File: src/rtl/bcd_pkg.sv
// Shared BCD types, digit constants and the nibble validity helper
// used by the BCD counter family.
package bcd_pkg;

  typedef logic [3:0] bcd_digit_t;

  localparam bcd_digit_t BCD_MAX  = 4'd9;
  localparam bcd_digit_t BCD_ZERO = 4'd0;

  function automatic logic bcd_valid(input bcd_digit_t value);
    return (value <= BCD_MAX);
  endfunction

endpackage

File: src/rtl/bcd_down_digit.sv
// One BCD digit of a ripple down-counter: subtracts the incoming borrow,
// wrapping 0 to 9 and passing the borrow on to the next digit.
module bcd_down_digit
  import bcd_pkg::*;
(
  input  bcd_digit_t digit,
  input  logic       borrow_in,
  output bcd_digit_t result,
  output logic       borrow_out
);

  always_comb begin
    result     = digit;
    borrow_out = 1'b0;
    if (borrow_in) begin
      if (digit == BCD_ZERO) begin
        result     = BCD_MAX;
        borrow_out = 1'b1;
      end else begin
        result = digit - 4'd1;
      end
    end
  end

endmodule

File: src/rtl/bcd_down_timer.sv
// Multi-digit loadable BCD down-counter with done/load_error pulses.
// Define BCD_TIMER_AUTO_RELOAD_EN to reload the last accepted value at zero.
module bcd_down_timer
  import bcd_pkg::*;
#(
  parameter int DIGITS = 2
) (
  input  logic                clock,
  input  logic                reset,
  input  logic                load,
  input  logic [4*DIGITS-1:0] load_value,
  input  logic                enable,
  output logic [4*DIGITS-1:0] count,
  output logic                zero,
  output logic                done,
  output logic                load_error
);

  localparam int W = 4 * DIGITS;

  logic [W-1:0]    dec_value;
  logic [DIGITS:0] borrow;
  logic            load_ok;
  logic            underflow;

  // Borrow ripples from digit 0 upward; a borrow out of the top digit
  // means the counter was already at zero.
  assign borrow[0] = 1'b1;
  assign underflow = borrow[DIGITS];

  for (genvar i = 0; i < DIGITS; i++) begin : g_digit
    bcd_down_digit u_digit (
      .digit      (count[4*i +: 4]),
      .borrow_in  (borrow[i]),
      .result     (dec_value[4*i +: 4]),
      .borrow_out (borrow[i+1])
    );
  end

  always_comb begin
    load_ok = 1'b1;
    for (int i = 0; i < DIGITS; i++) begin
      if (!bcd_valid(load_value[4*i +: 4])) load_ok = 1'b0;
    end
  end

  assign zero = (count == '0);

`ifdef BCD_TIMER_AUTO_RELOAD_EN
  logic [W-1:0] reload;

  always_ff @(posedge clock or negedge reset) begin
    if (!reset) begin
      count      <= '0;
      reload     <= '0;
      done       <= 1'b0;
      load_error <= 1'b0;
    end else begin
      done       <= 1'b0;
      load_error <= 1'b0;
      if (load) begin
        if (load_ok) begin
          count  <= load_value;
          reload <= load_value;
        end else begin
          load_error <= 1'b1;
        end
      end else if (enable) begin
        if (!underflow) begin
          count <= dec_value;
          done  <= (dec_value == '0);
        end else if (reload != '0) begin
          count <= reload;
        end
      end
    end
  end
`else
  always_ff @(posedge clock or negedge reset) begin
    if (!reset) begin
      count      <= '0;
      done       <= 1'b0;
      load_error <= 1'b0;
    end else begin
      done       <= 1'b0;
      load_error <= 1'b0;
      if (load) begin
        if (load_ok) count <= load_value;
        else         load_error <= 1'b1;
      end else if (enable && !underflow) begin
        count <= dec_value;
        done  <= (dec_value == '0);
      end
    end
  end
`endif

endmodule

File: config.mk
export PLATFORM = sky130hd
export DESIGN_NAME = bcd_down_timer
export DESIGN_NICKNAME = d
export VERILOG_FILES = /design/src/rtl/bcd_pkg.sv /design/src/rtl/bcd_down_digit.sv /design/src/rtl/bcd_down_timer.sv
export SDC_FILE = /design/constraint.sdc
export NUM_CORES = 1
export LEC_CHECK = 0
export CAP_MARGIN = 10
export CORE_AREA = 2 2 39 41
export CTS_BUF_LIST = sky130_fd_sc_hd__clkbuf_8
export CTS_CLUSTER_DIAMETER = 100
export DETAILED_ROUTE_END_ITERATION = 6
export DIE_AREA = 0 0 41 43
export HOLD_SLACK_MARGIN = 0.05
export PLACE_DENSITY = 0.78
export SYNTH_ARGS = -nofsm -noshare
export SYNTH_HDL_FRONTEND = slang
export SYNTH_SLANG_ARGS = --single-unit
File: constraint.sdc
create_clock -name clock -period 4.35 [get_ports clock]
set_input_delay 0.87 -clock clock [delete_from_list [all_inputs] [get_ports clock]]
set_output_delay 0.87 -clock clock [all_outputs]
set_load 0.03 [all_outputs]
==> impl_metrics.env, run 1 <==
# physical design summary
export IMPL_status="completed"
export IMPL_final_max_slew_violation_count=0
export IMPL_final_layout_size_suffix_gt1_frac=0.0690
export IMPL_endpoint_kind="primary output"
export IMPL_final_cell_count_no_fill=103
export IMPL_hold_path_cell_count=1
export IMPL_cap_violations=0
export IMPL_unrepaired_setup_endpoints_after_global_routing="false"
export IMPL_fp_row_count=14
export IMPL_post_cts_resized_instances=0
export IMPL_final_hold_viol_count=0
export IMPL_globalRoute_busiestLayer="met2"
export IMPL_critical_path_top_delay_family="simple AND/OR/NAND/NOR gates"
export IMPL_ff_type="dfrtp_1"
export IMPL_synth_area_mux_share=0.0169
export IMPL_crit_reg2reg_launch="count[0]$_DFFE_PN0P_"
export IMPL_internal_power_mw=0.245
export IMPL_vias_in_the_first_global_route=546
export IMPL_critical_path_max_stage_delay_ps=690
export IMPL_warnings=26
export IMPL_clock_tree_root_cell="clkbuf_8"
export IMPL_clock_tree_from_tritoncts="yes"
export IMPL_synth_edff_count=0
export IMPL_design_die_area_um2=1760
export IMPL_critical_path_max_fanout=10
export IMPL_setup_viol=0
export IMPL_nNetsFinal=101
export IMPL_detail_route_wirelength_mm=1.52
export IMPL_fin_crit_ps=3030
export IMPL_dpl_cell_area_um2=806
export IMPL_cp_num_cells=3
export IMPL_synth_cells_yosys=65
export IMPL_yosys_area_share_aoi=0.260
export IMPL_worstPathArrival_ps=2160
export IMPL_holdPathEnd="done$_DFF_PN0_"
export IMPL_post_synth_cell_area_avg_um2=9.10
export IMPL_synth_cell_type_count=29
export IMPL_global_route_wire_length_before_repair_mm=2.40
export IMPL_holdCritPathClass="reg2reg"
export IMPL_drt_pass1_iter_count=4
export IMPL_clkTransAtPathRegs_ps=50
run 1: power by group through the flow:
stage / Sequential [mW] / Combinational (mW) / Clock, mW
6_report: 0.142 / 0.156 / 0.0952
5_1_grt: 0.146 / 0.168 / 0.104
4_1_cts: 0.141 / 0.157 / 0.0968
3_5_place_dp: 0.143 / 0.157 / 0
3_3_place_gp: 0.140 / 0.154 / 0
2_1_floorplan: 0.175 / 0.0652 / 0
run 1: stage by stage:
stage / setup slack (ps) / utilization
5_1_grt: 1210 / 0.612
4_1_cts: 1310 / 0.612
3_3_place_gp: 1620 / 0.582
2_1_floorplan: 1730 / -
6_report: 1320 / 0.612
3_5_place_dp: 1570 / 0.582
run 1: worst register-to-register path: cells and delay by family (launching register included):
family	cells	cell delay, ps
AND/OR/NAND/NOR	2	1070
AND-OR/OR-AND	2	260
flip-flops	1	470
run 1: placed cells by master (no fill, tap or decap), types with 2 or more instances in the layout:
cell and instances:
clkdlybuf4s50_1 22, dfrtp_1 10, nand2_1 8, o21ai_1 7, nor2_1 5, inv_1 4
o211ai_1 4, a21oi_1 3, clkbuf_8 3, or4_4 2
run 1: routing by layer:
metal,share of wire,up-vias
li1,-,289
met1,0.42,283
met2,0.49,27
met3,0.064,2
met4,0.017,0
met5,0,-
run 1: area by class of cell:
type / instances / area (um^2)
Clock buffer: 3 / 41.3
Fill cell: 149 / 537
Inverter: 4 / 15.0
Multi-Input combinational cell: 48 / 300
Sequential cell: 10 / 250
Tap cell: 16 / 20.0
Timing Repair Buffer: 22 / 220
run 1: sequential cells by signal (all words and copies together) (netlist names):
signal and cells:
load_error 1, done 1, count 8
Run 1, M3 wires:
The bar under the picture is 10 um long.
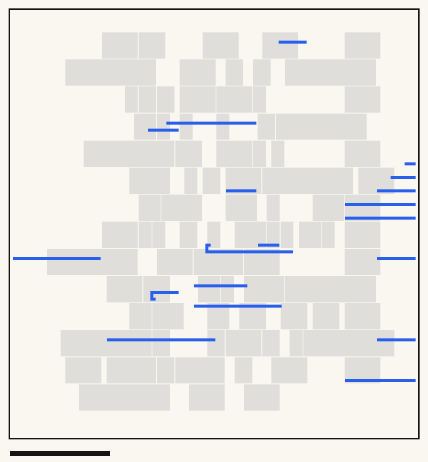
longest straight run	10.6 um
share of all routed wire	6.5%

Run 1, gate families picked out:
The bar under the picture is 10 um long.
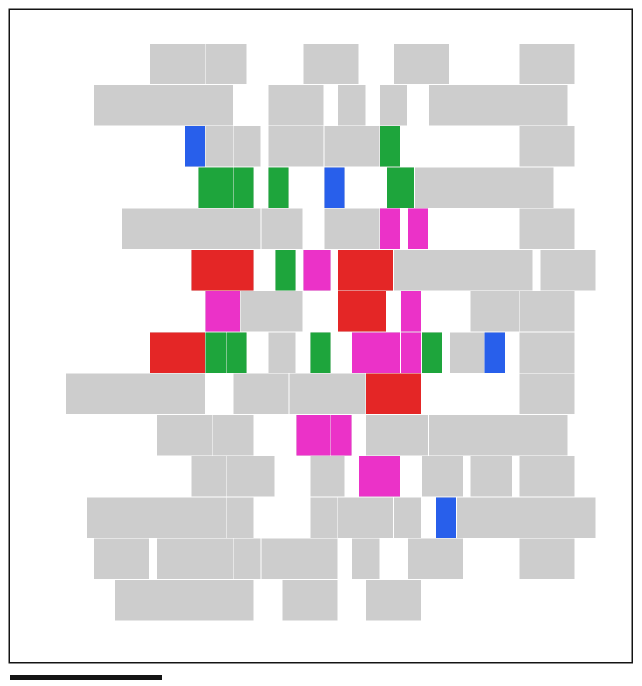
family	color	cells
inv cells	blue	4
nor cells	magenta	10
nand cells	green	10
non-inverting ao/oa cells	red	5

Run 1, routing congestion map:
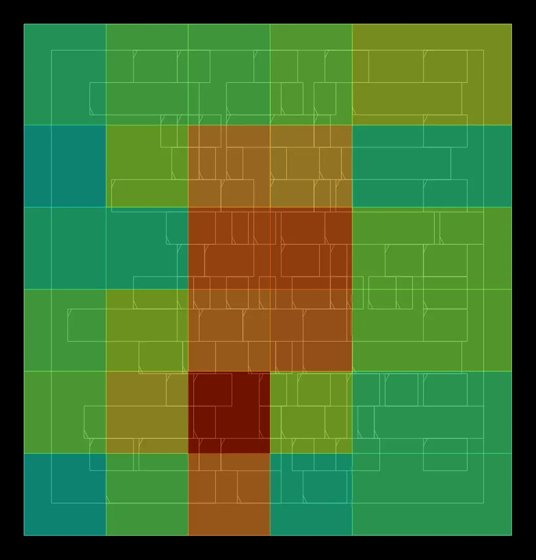
global router's overall resource usage: 0.205
met3 track utilization from global routing: 0.0524
drt wl/cell: 14.8 um
global-route track usage on met2: 0.306

Run 1, met1 routing:
The bar under the picture is 10 um long. Supply wires on this layer in gray.
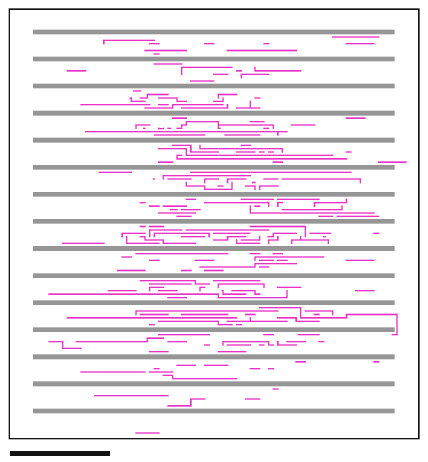
wire length on this layer	646 um
main direction	horizontal
longest straight run	20.2 um
share of all routed wire	42%

==> run 2: changes to the inputs <==
--- a/config.mk
+++ b/config.mk
@@ -6,11 +6,11 @@
 export NUM_CORES = 1
 export LEC_CHECK = 0
 export CAP_MARGIN = 10
-export CORE_AREA = 2 2 39 41
+export CORE_MARGIN = 1
+export CORE_UTILIZATION = 44
 export CTS_BUF_LIST = sky130_fd_sc_hd__clkbuf_8
 export CTS_CLUSTER_DIAMETER = 100
 export DETAILED_ROUTE_END_ITERATION = 6
-export DIE_AREA = 0 0 41 43
 export HOLD_SLACK_MARGIN = 0.05
 export PLACE_DENSITY = 0.78
 export SYNTH_ARGS = -nofsm -noshare
==> constraint.sdc (replaced) <==
create_clock -name clock -period 3.11 [get_ports clock]
set_input_delay 0.622 -clock clock [delete_from_list [all_inputs] [get_ports clock]]
set_output_delay 0.622 -clock clock [all_outputs]
set_load 0.03 [all_outputs]
Run 2, M3 wires:
The bar under the picture is 10 um long.
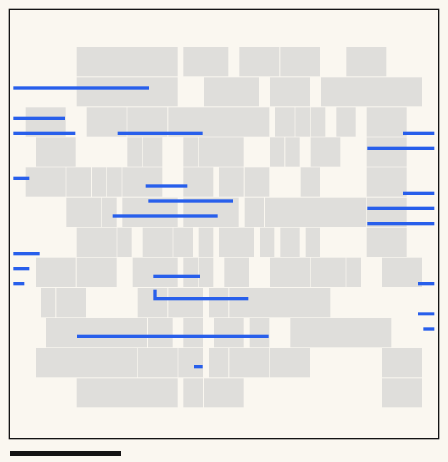
longest straight run	17.0 um
nets with wire on the layer	21
wire length on this layer	110 um
share of all routed wire	7.5%
main direction	horizontal

==> impl_metrics.env, run 2 <==
# physical design summary
export IMPL_required_time_reported_for_the_critical_path_endpoint_ps=2490
export IMPL_ff_type="dfrtp_1"
export IMPL_num_io_pins=23
export IMPL_cts_max_level=1
export IMPL_cts_hold_fix_buffers=0
export IMPL_clkTransAtPathRegs_ps=50
export IMPL_power_share_combinational=0.397
export IMPL_synth_yosys_warnings=0
export IMPL_swShare=0.376
export IMPL_route_antenna_remaining_nets=0
export IMPL_critical_path_max_fanout=10
export IMPL_clock_skew_ps=4.26
export IMPL_switchingPower_mw=0.207
export IMPL_final_max_slew_violation_count=0
export IMPL_largest_registers="count x8, done x1, load_error x1"
export IMPL_fin_crit_ps=2770
export IMPL_final_hold_viol_count=0
export IMPL_post_synth_cell_area_avg_um2=9.10
export IMPL_final_cell_count_no_fill=101
export IMPL_post_cts_resized_instances=0
export IMPL_wire_per_inst_um=14.4
export IMPL_power_share_clock=0.241
export IMPL_global_route_wire_length_before_repair_mm=2.34
export IMPL_detail_route_wirelength_mm=1.45
export IMPL_synthTopCellsByArea="dfrtp_1, o21ai_1, nand2_1"
export IMPL_synth_edff_count=0
export IMPL_drt_pass1_iter_count=4
export IMPL_cellLeakagePower_nw=0.346
export IMPL_core_util_floorplan=0.505
export IMPL_slew_headroom=0.685
export IMPL_worstPathArrival_ps=2150
export IMPL_unrepaired_setup_endpoints_after_global_routing="false"
export IMPL_fin_tns_setup_ps=0
export IMPL_yosys_cell_count_top_type="dfrtp_1"
export IMPL_synth_cells_yosys=65
export IMPL_fp_nets=77
export IMPL_nNetsFinal=101
export IMPL_insertedDiodeCount=0
export IMPL_ffs_w_async_s_r_synth=1.00
export IMPL_top_power_group="combinational logic"
export IMPL_design_die_area_um2=1500
export IMPL_detail_route_iter0_violations=14
export IMPL_warnings=26
export IMPL_port_buffers=22
export IMPL_vias_in_the_first_global_route=525
export IMPL_clkSinkCount=10
export IMPL_worst_pin_slew_ps=471
export IMPL_grt_max_degree=11
export IMPL_layout_top_cell_excl_fill_tap="clkdlybuf4s50_1"
export IMPL_hpwl_mm=1.04
export IMPL_fmax_ghz=0.361
export IMPL_vias=614
export IMPL_clk_power_mw=0.132
export IMPL_fp_row_count=12
export IMPL_setup_viol=0
export IMPL_largest_register_ffs=8
export IMPL_final_cell_area_um2=845
export IMPL_status="completed"
export IMPL_dp_cells=98
export IMPL_numSynthFlops=10
export IMPL_holdCritPathClass="reg2reg"
export IMPL_area_growth_synth_to_final_pct=42.7
export IMPL_registers_top_by_ff_count="count"
export IMPL_dpl_cell_area_um2=803
export IMPL_synthesis_area_um2=592
export IMPL_cap_violations=0
export IMPL_final_core_utilization=0.721
export IMPL_synthesis_instances=65
export IMPL_clk_path_buf_depth=2
export IMPL_power_combinational_total_mw=0.218
export IMPL_seq_power_share=0.363
export IMPL_synth_cell_type_count=29
export IMPL_clock_tree_root_cell="clkbuf_8"
export IMPL_lay_top_cells="clkdlybuf4s50_1, dfrtp_1, nand2_1"
export IMPL_internal_power_mw=0.343
export IMPL_groute_usage_overall=0.236
export IMPL_yosys_area_um2=592
export IMPL_post_route_drc_count=0
export IMPL_globalRoute_totalOverflow=0
export IMPL_endpoint_kind="primary output"
export IMPL_synth_sequential_area_ratio=0.423
export IMPL_power_sequential_total_mw=0.199
export IMPL_clock_tree_from_tritoncts="yes"
export IMPL_core_area_um2=1170
export IMPL_die_size_x_um=38.7
export IMPL_die_height_um=38.7
export IMPL_min_period_over_period=0.891
export IMPL_final_layout_size_suffix_gt1_frac=0.0690
export IMPL_common_cells="dfrtp_1, nand2_1, o21ai_1, nor2_1"
export IMPL_cts_buffers_inserted=3
run 2: worst max-delay path, cell delays in order, from the launching register on:
cell and delay, ps:
dfrtp_1 470, or4_4 610, nor2_1 150, clkdlybuf4s50_1 690
run 2: worst paths after layout:
check,from,endpoint,slack [ps],cells past startpoint
max,count[0]$_DFFE_PN0P_,zero,340,3
min reg2reg,count[6]$_DFFE_PN0P_,count[6]$_DFFE_PN0P_,580,1
max reg2reg,count[0]$_DFFE_PN0P_,count[7]$_DFFE_PN0P_,1220,4
max in group asynchronous,reset,count[5]$_DFFE_PN0P_,2070,1
min in group asynchronous,reset,done$_DFF_PN0_,710,1
min,count[6]$_DFFE_PN0P_,count[6]$_DFFE_PN0P_,580,1
run 2: through the flow:
step	hold WS, ps	total power, mW	setup WS (ps)
3_5_place_dp	553	0.416	601
5_1_grt	599	0.579	274
3_3_place_gp	555	0.415	612
2_1_floorplan	326	0.335	740
6_report	579	0.550	339
4_1_cts	564	0.549	338
run 2: cells by family (layout without fill, tap and decap cells):
| family | Yosys count | count (layout) | share of synthesized area |
|---|---|---|---|
| AND/OR/NAND/NOR | 25 | 25 | 0.230 |
| AND-OR/OR-AND | 22 | 22 | 0.260 |
| flip-flops | 10 | 10 | 0.423 |
| buffers and inverters | 7 | 29 | 0.0698 |
| multiplexers | 1 | 1 | 0.0169 |
run 2: layout make-up:
cell class	instances	area, um^2
Timing Repair Buffer	22	220
Clock buffer	3	41.3
Fill cell	91	327
Sequential cell	10	250
Multi-Input combinational cell	48	300
Tap cell	14	17.5
Inverter	4	15.0
run 2: routing by layer:
layer / up-vias / share of wire / GRT usage
li1: 290 / - / -
met1: 290 / 0.45 / 0.336
met2: 30 / 0.46 / 0.325
met3: 4 / 0.075 / 0.0578
met4: 0 / 0.012 / 0.121
met5: - / 0 / 0
==> run 3: changes to the inputs <==
--- a/config.mk
+++ b/config.mk
@@ -5,6 +5,7 @@
 export SDC_FILE = /design/constraint.sdc
 export NUM_CORES = 1
 export LEC_CHECK = 0
+export ABC_CLOCK_PERIOD_IN_PS = 3110
 export CAP_MARGIN = 10
 export CORE_MARGIN = 1
 export CORE_UTILIZATION = 44
@@ -12,7 +13,7 @@
 export CTS_CLUSTER_DIAMETER = 100
 export DETAILED_ROUTE_END_ITERATION = 6
 export HOLD_SLACK_MARGIN = 0.05
-export PLACE_DENSITY = 0.78
+export PLACE_DENSITY_LB_ADDON = 0.2
 export SYNTH_ARGS = -nofsm -noshare
 export SYNTH_HDL_FRONTEND = slang
 export SYNTH_SLANG_ARGS = --single-unit
Run 3, routing congestion map:
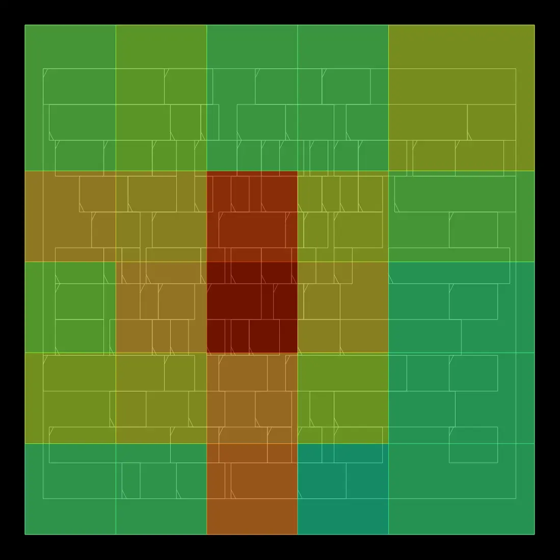
global-route track usage on met2: 0.388
met3 track utilization from global routing: 0.0347
met1 Resource Use GR: 0.313

==> impl_metrics.env, run 3 <==
# physical design summary
export IMPL_fp_row_count=12
export IMPL_status="completed"
export IMPL_worstPathArrival_ps=2160
export IMPL_common_cells="dfrtp_1, nand2_1, o21ai_1, nor2_1"
export IMPL_port_buffers=22
export IMPL_detail_route_wirelength_mm=1.49
export IMPL_internal_power_mw=0.343
export IMPL_die_height_um=38.7
export IMPL_clock_skew_ps=0.922
export IMPL_final_cell_area_um2=845
export IMPL_synth_sequential_area_ratio=0.423
export IMPL_clkTransAtPathRegs_ps=40
export IMPL_cts_max_level=1
export IMPL_power_share_clock=0.239
export IMPL_crit_path_start="count[0]$_DFFE_PN0P_"
export IMPL_grt_max_degree=11
export IMPL_yosys_cell_count_top_type="dfrtp_1"
export IMPL_seq_power_share=0.363
export IMPL_postCtsSetupRepairBufs=0
export IMPL_unrepaired_setup_endpoints_after_global_routing="false"
export IMPL_post_route_drc_count=0
export IMPL_die_size_x_um=38.7
export IMPL_design_die_area_um2=1500
export IMPL_worstSetupEndpoint="zero"
export IMPL_fin_tns_setup_ps=0
export IMPL_globalRoute_totalOverflow=0
export IMPL_endpoint_kind="primary output"
export IMPL_cellLeakagePower_nw=0.346
export IMPL_clock_tree_from_tritoncts="yes"
export IMPL_warnings=26
export IMPL_vias_in_the_first_global_route=552
export IMPL_ff_type="dfrtp_1"
export IMPL_core_util_floorplan=0.505
export IMPL_swShare=0.378
export IMPL_vias=585
export IMPL_insertedDiodeCount=0
export IMPL_synth_cells_yosys=65
export IMPL_core_area_um2=1170
export IMPL_dpl_cell_area_um2=803
export IMPL_ffs_w_async_s_r_synth=1.00
export IMPL_layout_setup_ws_ps=329
export IMPL_groute_usage_overall=0.243
export IMPL_preCtsSetupSlack_ps=600
export IMPL_layout_top_cell_excl_fill_tap="clkdlybuf4s50_1"
export IMPL_fmax_ghz=0.360
export IMPL_clk_path_buf_depth=2
export IMPL_critical_path_max_fanout=10
export IMPL_ff2ff_path_depth=4
export IMPL_worst_pin_slew_ps=462
export IMPL_post_synth_cell_area_avg_um2=9.10
export IMPL_synthesis_instances=65
export IMPL_min_period_over_period=0.894
export IMPL_num_io_pins=23
export IMPL_route_antenna_remaining_nets=0
export IMPL_reg2reg_slack_ps=1190
export IMPL_lay_top_cells="clkdlybuf4s50_1, dfrtp_1, nand2_1"
export IMPL_r2r_end="count[6]$_DFFE_PN0P_"
export IMPL_registers_top_by_ff_count="count"
export IMPL_setup_viol=0
export IMPL_cts_buffers_inserted=3
export IMPL_synth_cell_type_count=29
export IMPL_holdCritPathClass="reg2reg"
export IMPL_drt_pass1_iter_count=4
export IMPL_final_layout_size_suffix_gt1_frac=0.0690
export IMPL_required_time_reported_for_the_critical_path_endpoint_ps=2490
export IMPL_fill_cell_instance_count_of_the_final_layout=96
export IMPL_global_route_wire_length_before_repair_mm=2.39
export IMPL_synthesis_area_um2=592
export IMPL_largest_register_ffs=8
export IMPL_final_hold_viol_count=0
export IMPL_clock_tree_root_cell="clkbuf_8"
export IMPL_area_growth_synth_to_final_pct=42.7
export IMPL_wire_per_inst_um=14.8
export IMPL_hpwl_mm=1.08
export IMPL_logic_area_um2=300
export IMPL_post_cts_resized_instances=0
export IMPL_largest_registers="count x8, done x1, load_error x1"
export IMPL_holdPathEnd="done$_DFF_PN0_"
export IMPL_hold_path_cell_count=1
export IMPL_final_max_slew_violation_count=0
run 3: through the flow:
stage / total power, mW / hold slack (ps) / utilization
finish: 0.552 / 595 / 0.721
global route: 0.581 / 602 / 0.721
CTS: 0.554 / 592 / 0.721
detailed placement: 0.417 / 564 / 0.686
global placement: 0.412 / 548 / 0.686
floorplan: 0.335 / 326 / -
run 3: per-layer routing:
layer / track usage / routed length [um] / up-vias
met5: 0 / 0 / -
met4: 0.129 / 37 / 0
met3: 0.0347 / 99 / 5
met2: 0.388 / 691 / 29
met1: 0.313 / 664 / 264
li1: - / - / 287
run 3: power groups by stage:
stage	logic, mW	registers [mW]	clock network (mW)
floorplan	0.0912	0.244	0
finish	0.219	0.200	0.132
CTS	0.219	0.199	0.135
global route	0.234	0.205	0.142
detailed placement	0.217	0.199	0
global placement	0.216	0.196	0
run 3: cell families (layout without fill, tap and decap cells):
| group | count (synthesis) | after routing | share of synthesized area |
|---|---|---|---|
| AND/OR/NAND/NOR | 25 | 25 | 0.230 |
| multiplexers | 1 | 1 | 0.0169 |
| buffers and inverters | 7 | 29 | 0.0698 |
| flip-flops | 10 | 10 | 0.423 |
| AND-OR/OR-AND | 22 | 22 | 0.260 |
run 3: final cells by class:
cell class / count / share of cell area
Timing Repair Buffer: 22 / 0.261
Inverter: 4 / 0.0178
Multi-Input combinational cell: 48 / 0.356
Tap cell: 14 / 0.0207
Clock buffer: 3 / 0.0489
Sequential cell: 10 / 0.296
run 3: worst max-delay path, cell delays in order (launching register included):
cell and delay [ps]:
dfrtp_1 470, or4_4 610, nor2_1 150, clkdlybuf4s50_1 690
Power is estimated from default activity; no workload was simulated.
